`src/rtl/riscv_mtimer.sv`:
```
// riscv_mtimer: machine-level timer and software-interrupt source.
// Holds the 64-bit mtime counter, the 64-bit mtimecmp compare register and
// the msip bit behind a word-addressed register bus with a fixed one-cycle ack.
// Optional feature macro: RISCV_MTIMER_PRESCALE_EN enables a 16-bit tick
// prescaler so mtime advances once every PRESCALE clocks; without it mtime
// advances every clock.
module riscv_mtimer #(
  parameter int unsigned PRESCALE     = 1,
  parameter logic [63:0] MTIMECMP_RST = 64'hFFFF_FFFF_FFFF_FFFF
) (
  input  logic        clk_i,
  input  logic        rst_i,
  input  logic        req_i,
  input  logic        we_i,
  input  logic [2:0]  addr_i,
  input  logic [31:0] wdata_i,
  output logic [31:0] rdata_o,
  output logic        ack_o,
  output logic        timer_irq_o,
  output logic        software_irq_o,
  output logic [63:0] mtime_o
);

  // Word indices of the register map.
  localparam logic [2:0] ADDR_MTIME_LO = 3'd0;
  localparam logic [2:0] ADDR_MTIME_HI = 3'd1;
  localparam logic [2:0] ADDR_CMP_LO   = 3'd2;
  localparam logic [2:0] ADDR_CMP_HI   = 3'd3;
  localparam logic [2:0] ADDR_MSIP     = 3'd4;

  // An out-of-range divider would silently truncate in the 16-bit counter.
  if ((PRESCALE < 32'd1) || (PRESCALE > 32'd65535)) begin : g_prescale_range
    $error("riscv_mtimer: PRESCALE must be within 1..65535");
  end

  logic [63:0] mtime_r;
  logic [63:0] mtimecmp_r;
  logic        msip_r;
  logic        ack_r;
  logic [31:0] rdata_r;
  logic        timer_irq_r;

  logic        wr_s;
  logic        rd_s;
  logic        mtime_wr_s;
  logic        tick_s;
  logic [63:0] mtime_next_s;
  logic [63:0] mtimecmp_next_s;
  logic        msip_next_s;
  logic [31:0] rdata_next_s;

  // Decode the bus strobe into read / write / mtime-write qualifiers.
  always_comb begin
    wr_s       = req_i & we_i;
    rd_s       = req_i & ~we_i;
    mtime_wr_s = wr_s & ((addr_i == ADDR_MTIME_LO) | (addr_i == ADDR_MTIME_HI));
  end

`ifdef RISCV_MTIMER_PRESCALE_EN
  localparam logic [15:0] PRESCALE_LAST = 16'(PRESCALE - 32'd1);

  logic [15:0] presc_cnt_r;

  // A tick fires on the last count of each prescale period.
  always_comb begin
    tick_s = (presc_cnt_r == PRESCALE_LAST);
  end

  // Prescale counter: wraps after a tick and restarts on any mtime write so
  // the first tick after a write lands a full period later.
  always_ff @(posedge clk_i or posedge rst_i) begin
    if (rst_i) begin
      presc_cnt_r <= 16'd0;
    end else if (mtime_wr_s || tick_s) begin
      presc_cnt_r <= 16'd0;
    end else begin
      presc_cnt_r <= presc_cnt_r + 16'd1;
    end
  end
`else
  // Without the prescaler mtime advances on every clock.
  always_comb begin
    tick_s = 1'b1;
  end
`endif

  // Next mtime: a write to either half replaces that half and suppresses the
  // tick; otherwise a tick performs one 64-bit increment so the carry between
  // halves is never split across cycles.
  always_comb begin
    mtime_next_s = mtime_r;
    if (mtime_wr_s) begin
      case (addr_i)
        ADDR_MTIME_LO: mtime_next_s = {mtime_r[63:32], wdata_i};
        ADDR_MTIME_HI: mtime_next_s = {wdata_i, mtime_r[31:0]};
        default:       mtime_next_s = mtime_r;
      endcase
    end else if (tick_s) begin
      mtime_next_s = mtime_r + 64'd1;
    end else begin
      mtime_next_s = mtime_r;
    end
  end

  // Next mtimecmp and msip from bus writes; reserved addresses are ignored.
  always_comb begin
    mtimecmp_next_s = mtimecmp_r;
    msip_next_s     = msip_r;
    if (wr_s) begin
      case (addr_i)
        ADDR_CMP_LO: mtimecmp_next_s = {mtimecmp_r[63:32], wdata_i};
        ADDR_CMP_HI: mtimecmp_next_s = {wdata_i, mtimecmp_r[31:0]};
        ADDR_MSIP:   msip_next_s     = wdata_i[0];
        default: begin
          mtimecmp_next_s = mtimecmp_r;
          msip_next_s     = msip_r;
        end
      endcase
    end else begin
      mtimecmp_next_s = mtimecmp_r;
      msip_next_s     = msip_r;
    end
  end

  // Read mux over the pre-update register values; non-reads return zero.
  always_comb begin
    rdata_next_s = 32'd0;
    if (rd_s) begin
      case (addr_i)
        ADDR_MTIME_LO: rdata_next_s = mtime_r[31:0];
        ADDR_MTIME_HI: rdata_next_s = mtime_r[63:32];
        ADDR_CMP_LO:   rdata_next_s = mtimecmp_r[31:0];
        ADDR_CMP_HI:   rdata_next_s = mtimecmp_r[63:32];
        ADDR_MSIP:     rdata_next_s = {31'd0, msip_r};
        default:       rdata_next_s = 32'd0;
      endcase
    end else begin
      rdata_next_s = 32'd0;
    end
  end

  // Timer state and the interrupt level, compared on post-update values so a
  // compare write is reflected on the very next cycle.
  always_ff @(posedge clk_i or posedge rst_i) begin
    if (rst_i) begin
      mtime_r     <= 64'd0;
      mtimecmp_r  <= MTIMECMP_RST;
      msip_r      <= 1'b0;
      timer_irq_r <= 1'b0;
    end else begin
      mtime_r     <= mtime_next_s;
      mtimecmp_r  <= mtimecmp_next_s;
      msip_r      <= msip_next_s;
      timer_irq_r <= (mtime_next_s >= mtimecmp_next_s);
    end
  end

  // Bus response: every request is acked exactly one cycle later.
  always_ff @(posedge clk_i or posedge rst_i) begin
    if (rst_i) begin
      ack_r   <= 1'b0;
      rdata_r <= 32'd0;
    end else begin
      ack_r   <= req_i;
      rdata_r <= rdata_next_s;
    end
  end

  assign rdata_o        = rdata_r;
  assign ack_o          = ack_r;
  assign timer_irq_o    = timer_irq_r;
  assign software_irq_o = msip_r;
  assign mtime_o        = mtime_r;

endmodule
```
`config.mk`:
```
export PLATFORM = sky130hd
export DESIGN_NAME = riscv_mtimer
export DESIGN_NICKNAME = d
export VERILOG_FILES = /design/src/rtl/riscv_mtimer.sv
export SDC_FILE = /design/constraint.sdc
export NUM_CORES = 1
export LEC_CHECK = 0
export CORE_ASPECT_RATIO = 1.4
export CORE_UTILIZATION = 55
export DETAILED_ROUTE_END_ITERATION = 12
export PLACE_DENSITY_LB_ADDON = 0.15
export SKIP_CTS_REPAIR_TIMING = 1
export SKIP_LAST_GASP = 1
export SYNTH_ARGS = -nofsm -noshare
export SYNTH_HDL_FRONTEND = slang
export SYNTH_SLANG_ARGS = --single-unit
```
`constraint.sdc`:
```
create_clock -name clk_i -period 7.55 [get_ports clk_i]
set_input_delay 1.51 -clock clk_i [delete_from_list [all_inputs] [get_ports clk_i]]
set_output_delay 1.51 -clock clk_i [all_outputs]
set_load 0.03 [all_outputs]
```
==> flow_summary.yaml, run 1 <==
# flow metrics
outcome:
  status: "complete, no violations"
critical_path:
  slowest_stage: "nor4_4"
  cp-endpoint: "timer_irq_o"
  r2r_start: "mtime_o[2]"
  startpoint_type: "input pin"
  path_cells: "clkdlybuf4s50_1, and4bb_4, nor4_2, nand2_1, nor4_4, a211oi_1, a311oi_1, ha_1, nand4_1, nor4b_1, a221oi_1, o21ai_0, a21oi_1, o21ai_0"
  end_kind: "flop"
  cp.depth: 14
  crit_path_start: "addr_i[2]"
  worst-endpoint-arrival_ns: 6.13
timing:
  timing.hold.ws_ns: 0.547
  fin_skew_ns: 0.00803
synth:
  yosysWarnings: 0
  synthArstFlopShare_pct: 100
detailed_routing:
  drtIter0Drc: 745
  vias: 8528
  detail-route-antenna-nets: 0
  detail_route.wl_per_cell_microns: 21.9
pwr:
  comb_power_share_pct: 36.2
  peakVddDrop_uv: 192
clocking:
  ctsRootBufferMaster: "clkbuf_16"
global_routing:
  antenna_found_initial: 0
  grt-ovfl-total: 0
  busiest_layer: "met2"
place:
  dp_hpwl_microns: 19900
flow_run:
  warnings: 26
worst_hold_path:
  hold_class: "reg -> reg"
cells_and_area:
  layout-drive-gt1-share_pct: 15.2
  lay_top_count: "clkdlybuf4s50_1"
die:
  fp-row-count: 56
## run 1: kinds of logic after synthesis
family,synth area share [%]
adder cells (fa/ha/maj),8.57
AND-OR/OR-AND,20.3
multiplexers,7.52
flip-flops,43.8
AND/OR/NAND/NOR,14.2
buffers and inverters,5.47
XOR/XNOR,0.185
## run 1: flip-flops by register name (all words and copies together), names as in the netlist
| register | flops |
|---|---|
| rdata_o | 32 |
| software_irq_o | 1 |
| ack_o | 1 |
| mtime_o | 64 |
| mtimecmp_r | 64 |
| timer_irq_o | 1 |
## run 1: cells in the mapped netlist, types with 5 or more instances
cell | n | area share [%]
o221a_2 | 8 | 0.95
mux2_2 | 26 | 3.1
o32ai_1 | 5 | 0.46
nand2_1 | 56 | 2.2
dfstp_2 | 64 | 18
buf_2 | 9 | 0.47
o22ai_1 | 7 | 0.46
and2_1 | 6 | 0.40
inv_1 | 81 | 3.2
nand3_1 | 31 | 1.6
mux2i_1 | 42 | 4.4
a31oi_1 | 5 | 0.33
and4_1 | 9 | 0.83
nand4_1 | 21 | 1.4
ha_1 | 65 | 8.6
a311oi_1 | 11 | 1.0
a211oi_1 | 28 | 2.2
nor2_1 | 68 | 2.7
a21o_1 | 9 | 0.71
o21ai_0 | 38 | 2.0
a22oi_1 | 63 | 5.0
clkbuf_1 | 38 | 1.5
and3_1 | 11 | 0.73
nor3_1 | 15 | 0.79
a21oi_1 | 90 | 4.7
dfrtp_1 | 99 | 26
## run 1: per-layer routing
layer / part of all wire (%) / vias to the layer above / wire length (microns)
met5: 0 / - / 0
met4: 4.8 / 0 / 1380
met3: 6.1 / 103 / 1730
met2: 51 / 452 / 14400
met1: 39 / 4117 / 11000
li1: - / 3856 / -
## run 1: worst min path at each step
stage	endpoint	cells after the start
floorplan	mtimecmp_r[3]	2
global placement	software_irq_o	1
detailed placement	software_irq_o	1
CTS	software_irq_o	1
global route	software_irq_o	1
finish	software_irq_o	1
## run 1: stage by stage
step / instance area (sq um) / setup slack (ns) / utilization [%] / total power (W) / instances
3_5_place_dp: 11000 / 1.42 / 65.6 / 0.00262 / 1273
6_report: 11700 / 1.77 / 69.3 / 0.00356 / 1305
2_1_floorplan: 9490 / 1.74 / - / 0.00211 / 971
3_3_place_gp: 11000 / 1.52 / 65.6 / 0.00259 / 1273
4_1_cts: 11700 / 1.90 / 69.3 / 0.00355 / 1305
5_1_grt: 11700 / 1.52 / 69.3 / 0.00375 / 1305
## run 1: power by group through the flow
| stage | registers (W) | logic [W] | clock network, W |
|---|---|---|---|
| floorplan | 0.00147 | 0.000641 | 0 |
| global placement | 0.00135 | 0.00125 | 0 |
| detailed placement | 0.00135 | 0.00127 | 0 |
| CTS | 0.00134 | 0.00129 | 0.000931 |
| global route | 0.00137 | 0.00142 | 0.000968 |
| finish | 0.00135 | 0.00129 | 0.000925 |
## run 1: area by class of cell
class                           instances  area [sq um]
Tap cell                              203           254
Multi-Input combinational cell        676          4840
Clock inverter                         11           149
Sequential cell                       163          4160
Clock buffer                           21           480
Inverter                               81           309
Fill cell                            1344          5150
Timing Repair Buffer                  150          1470
Run 1, M2 wires:
(2 px per micron)
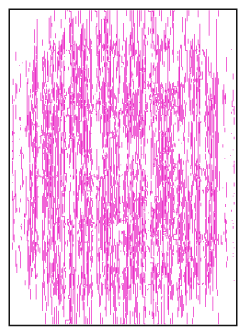
nets with wire on the layer: 1025
longest straight run: 135 microns
main direction: vertical
wire length on this layer: 14400 microns
share of all routed wire: 51%

Run 1, power grid:
(2 px per micron) Pins as bars on the die edge. Tap cells in grey.
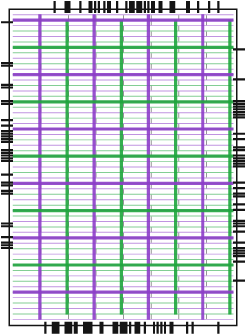
legend:
  VDD:
    colour: green
  VSS:
    colour: purple
met1 rails: 57
rows: 56
tap cells: 203

Run 1, clock routing:
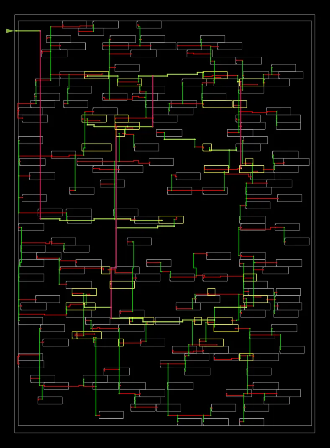
latest clock arrival within the worst-skew pair: 0.44 ns
TritonCTS buffer count: 17
P_clk: 0.000925 W
final-layout clock buffer total: 21

--- run 2 (diff from run 1) ---
--- a/config.mk
+++ b/config.mk
@@ -6,7 +6,7 @@
 export NUM_CORES = 1
 export LEC_CHECK = 0
 export CORE_ASPECT_RATIO = 1.4
-export CORE_UTILIZATION = 55
+export CORE_UTILIZATION = 50
 export DETAILED_ROUTE_END_ITERATION = 12
 export PLACE_DENSITY_LB_ADDON = 0.15
 export SKIP_CTS_REPAIR_TIMING = 1
==> constraint.sdc (replaced) <==
create_clock -name clk_i -period 4.8 [get_ports clk_i]
set_input_delay 0.96 -clock clk_i [delete_from_list [all_inputs] [get_ports clk_i]]
set_output_delay 0.96 -clock clk_i [all_outputs]
set_load 0.03 [all_outputs]
Run 2, power grid:
(2 px per micron) Pins as bars on the die edge. Tap cells in grey.
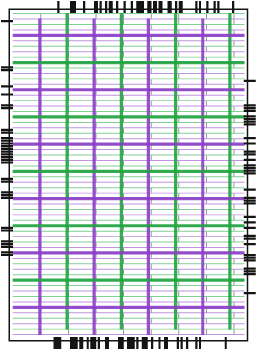
Die X-Extent: 118 microns
Core Footprint: 18600 sq um
die height: 165 microns

Run 2, M2 wires:
(1.5 px per micron)
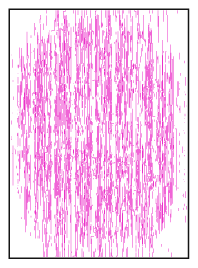
longest straight run: 62.6 microns
wire length on this layer: 14800 microns
share of all routed wire: 51%
nets with wire on the layer: 1035

==> run 2 against run 1 <==
Sequential power grew 56%. Via count shrank 0.87%. Area after synthesis is the same. Power grew 53%. Register-to-register slack lost 2.2 ns. Die size grew 9.8%. Global-route usage shrank 3.4 points. Core utilization shrank 5.7 points. First-iteration DRC count shrank 11%. Sequential share of layout area shrank 0.55 points. Combinational power grew 56%. Sequential cell count is the same. Critical path type unchanged. Largest cell class unchanged. Largest power group unchanged.
==> flow_summary.yaml, run 2 <==
# flow metrics
synth:
  top_cell_area_share_pct: 26.1
  synthArstFlopShare_pct: 100
  synth.most_common_cell: "dfrtp_1"
  synth.cell_area_sq_um: 9490
  edf_count: 0
  yosysWarnings: 0
  top_cells_by_count: "99 x dfrtp_1, 90 x a21oi_1, 81 x inv_1, 68 x nor2_1, 65 x ha_1"
  topCellsByArea: "dfrtp_1 26%, dfstp_2 18%, ha_1 8.6%"
  top_area_cell: "dfrtp_1"
global_routing:
  grt_pass1_vias: 8437
  antenna_found_initial: 1
  grt-ovfl-total: 0
  grt_use_total_pct: 30.1
pwr:
  peakVddDrop_uv: 296
critical_path:
  startpoint_type: "input pin"
  end_kind: "flop"
  worst-endpoint-arrival_ns: 4.44
clocking:
  cts_tree: "done"
  cts_made_buffers: 17
  worstSkewPairLatency_ns: 0.43
  ctsRootBufferMaster: "clkbuf_16"
flow_run:
  cap_violations: 0
  warnings: 28
cells_and_area:
  nets: 1213
  layout-drive-gt1-share_pct: 16.7
  fin_util_pct: 63.7
  lay_top_count: "clkdlybuf4s50_1"
detailed_routing:
  vias: 8454
  drt_wl_total_microns: 28800
  detail-route-antenna-nets: 0
  detail_route.wl_per_cell_microns: 21.1
  drc: 0
  drtIter0Drc: 664
timing:
  fin_skew_ns: 0.00937
  drv_slew: 0
  setup_slack_ns: 0.668
die:
  die_area_sq_um: 19500
  fp-row-count: 59
outcome:
  status: "complete, no violations"
place:
  dp_hpwl_microns: 20700
  place_ws_ns: 0.200
  numPortBuffers: 137
worst_hold_path:
  hold_class: "reg -> reg"
==> run 2: cell counts after synthesis <==
No cell type changed its count.
==> run 2: through the flow <==
stage,area [sq um],hold WS [ns],instances,total power [W]
2_1_floorplan,9490,0.557,971,0.00332
6_report,11800,0.547,1366,0.00545
4_1_cts,11800,0.548,1366,0.00545
5_1_grt,11800,0.570,1366,0.00576
3_3_place_gp,11300,0.531,1334,0.00409
3_5_place_dp,11300,0.534,1334,0.00412
==> run 2: logic make-up (layout without fill, tap and decap cells) <==
group | after synthesis | after routing | share of synthesized area (%)
XOR/XNOR | 2 | 2 | 0.185
AND-OR/OR-AND | 291 | 291 | 20.3
multiplexers | 68 | 68 | 7.52
AND/OR/NAND/NOR | 250 | 250 | 14.2
flip-flops | 163 | 163 | 43.8
adder cells (fa/ha/maj) | 65 | 65 | 8.57
buffers and inverters | 132 | 283 | 5.47
==> run 2: path summary, 6_finish.rpt <==
check | start | end | slack [ns] | cells after the start
setup reg to reg | mtime_o[22] | timer_irq_o | 0.79 | 13
max in group asynchronous | rst_i | mtime_o[50] | 2.77 | 3
setup / recovery | we_i | timer_irq_o | 0.67 | 13
min in group asynchronous | rst_i | rdata_o[12] | 0.91 | 2
hold reg to reg | software_irq_o | software_irq_o | 0.55 | 1
hold / removal | software_irq_o | software_irq_o | 0.55 | 1
==> run 2: routing by layer <==
metal	vias up	global-route usage (%)	share of wire, %	routed length [microns]
met5	-	0	0.052	15
met4	2	12.5	3.7	1060
met3	84	4.70	5.7	1640
met2	355	53.8	51	14800
met1	4144	36.2	39	11300
li1	3869	-	-	-
==> run 2: final cells by class <==
class / count / area, sq um
Fill cell: 1622 / 6760
Sequential cell: 163 / 4160
Timing Repair Buffer: 170 / 1670
Inverter: 81 / 308
Clock buffer: 20 / 457
Multi-Input combinational cell: 676 / 4840
Clock inverter: 12 / 106
Tap cell: 244 / 305
==> run 2: where the power goes <==
| part | switching [W] | internal (W) |
|---|---|---|
| clock network | 0.000580 | 0.000741 |
| logic | 0.00118 | 0.000836 |
| registers | 0.000364 | 0.00175 |
| total | 0.00212 | 0.00333 |
==> run 2: critical path, cell delays in order <==
cell and delay [ns]:
clkdlybuf4s50_1 0.49, and4bb_4 0.29, nor4_2 0.39, and4_1 0.33, a211oi_1 0.10, a211oi_1 0.29
ha_1 0.30, nand4_1 0.13, nor3_1 0.10, a22o_1 0.19, or4_1 0.46, a311oi_1 0.27
o21ai_0 0.12
Power figures rest on the tool's default switching activity, not on a simulated workload.
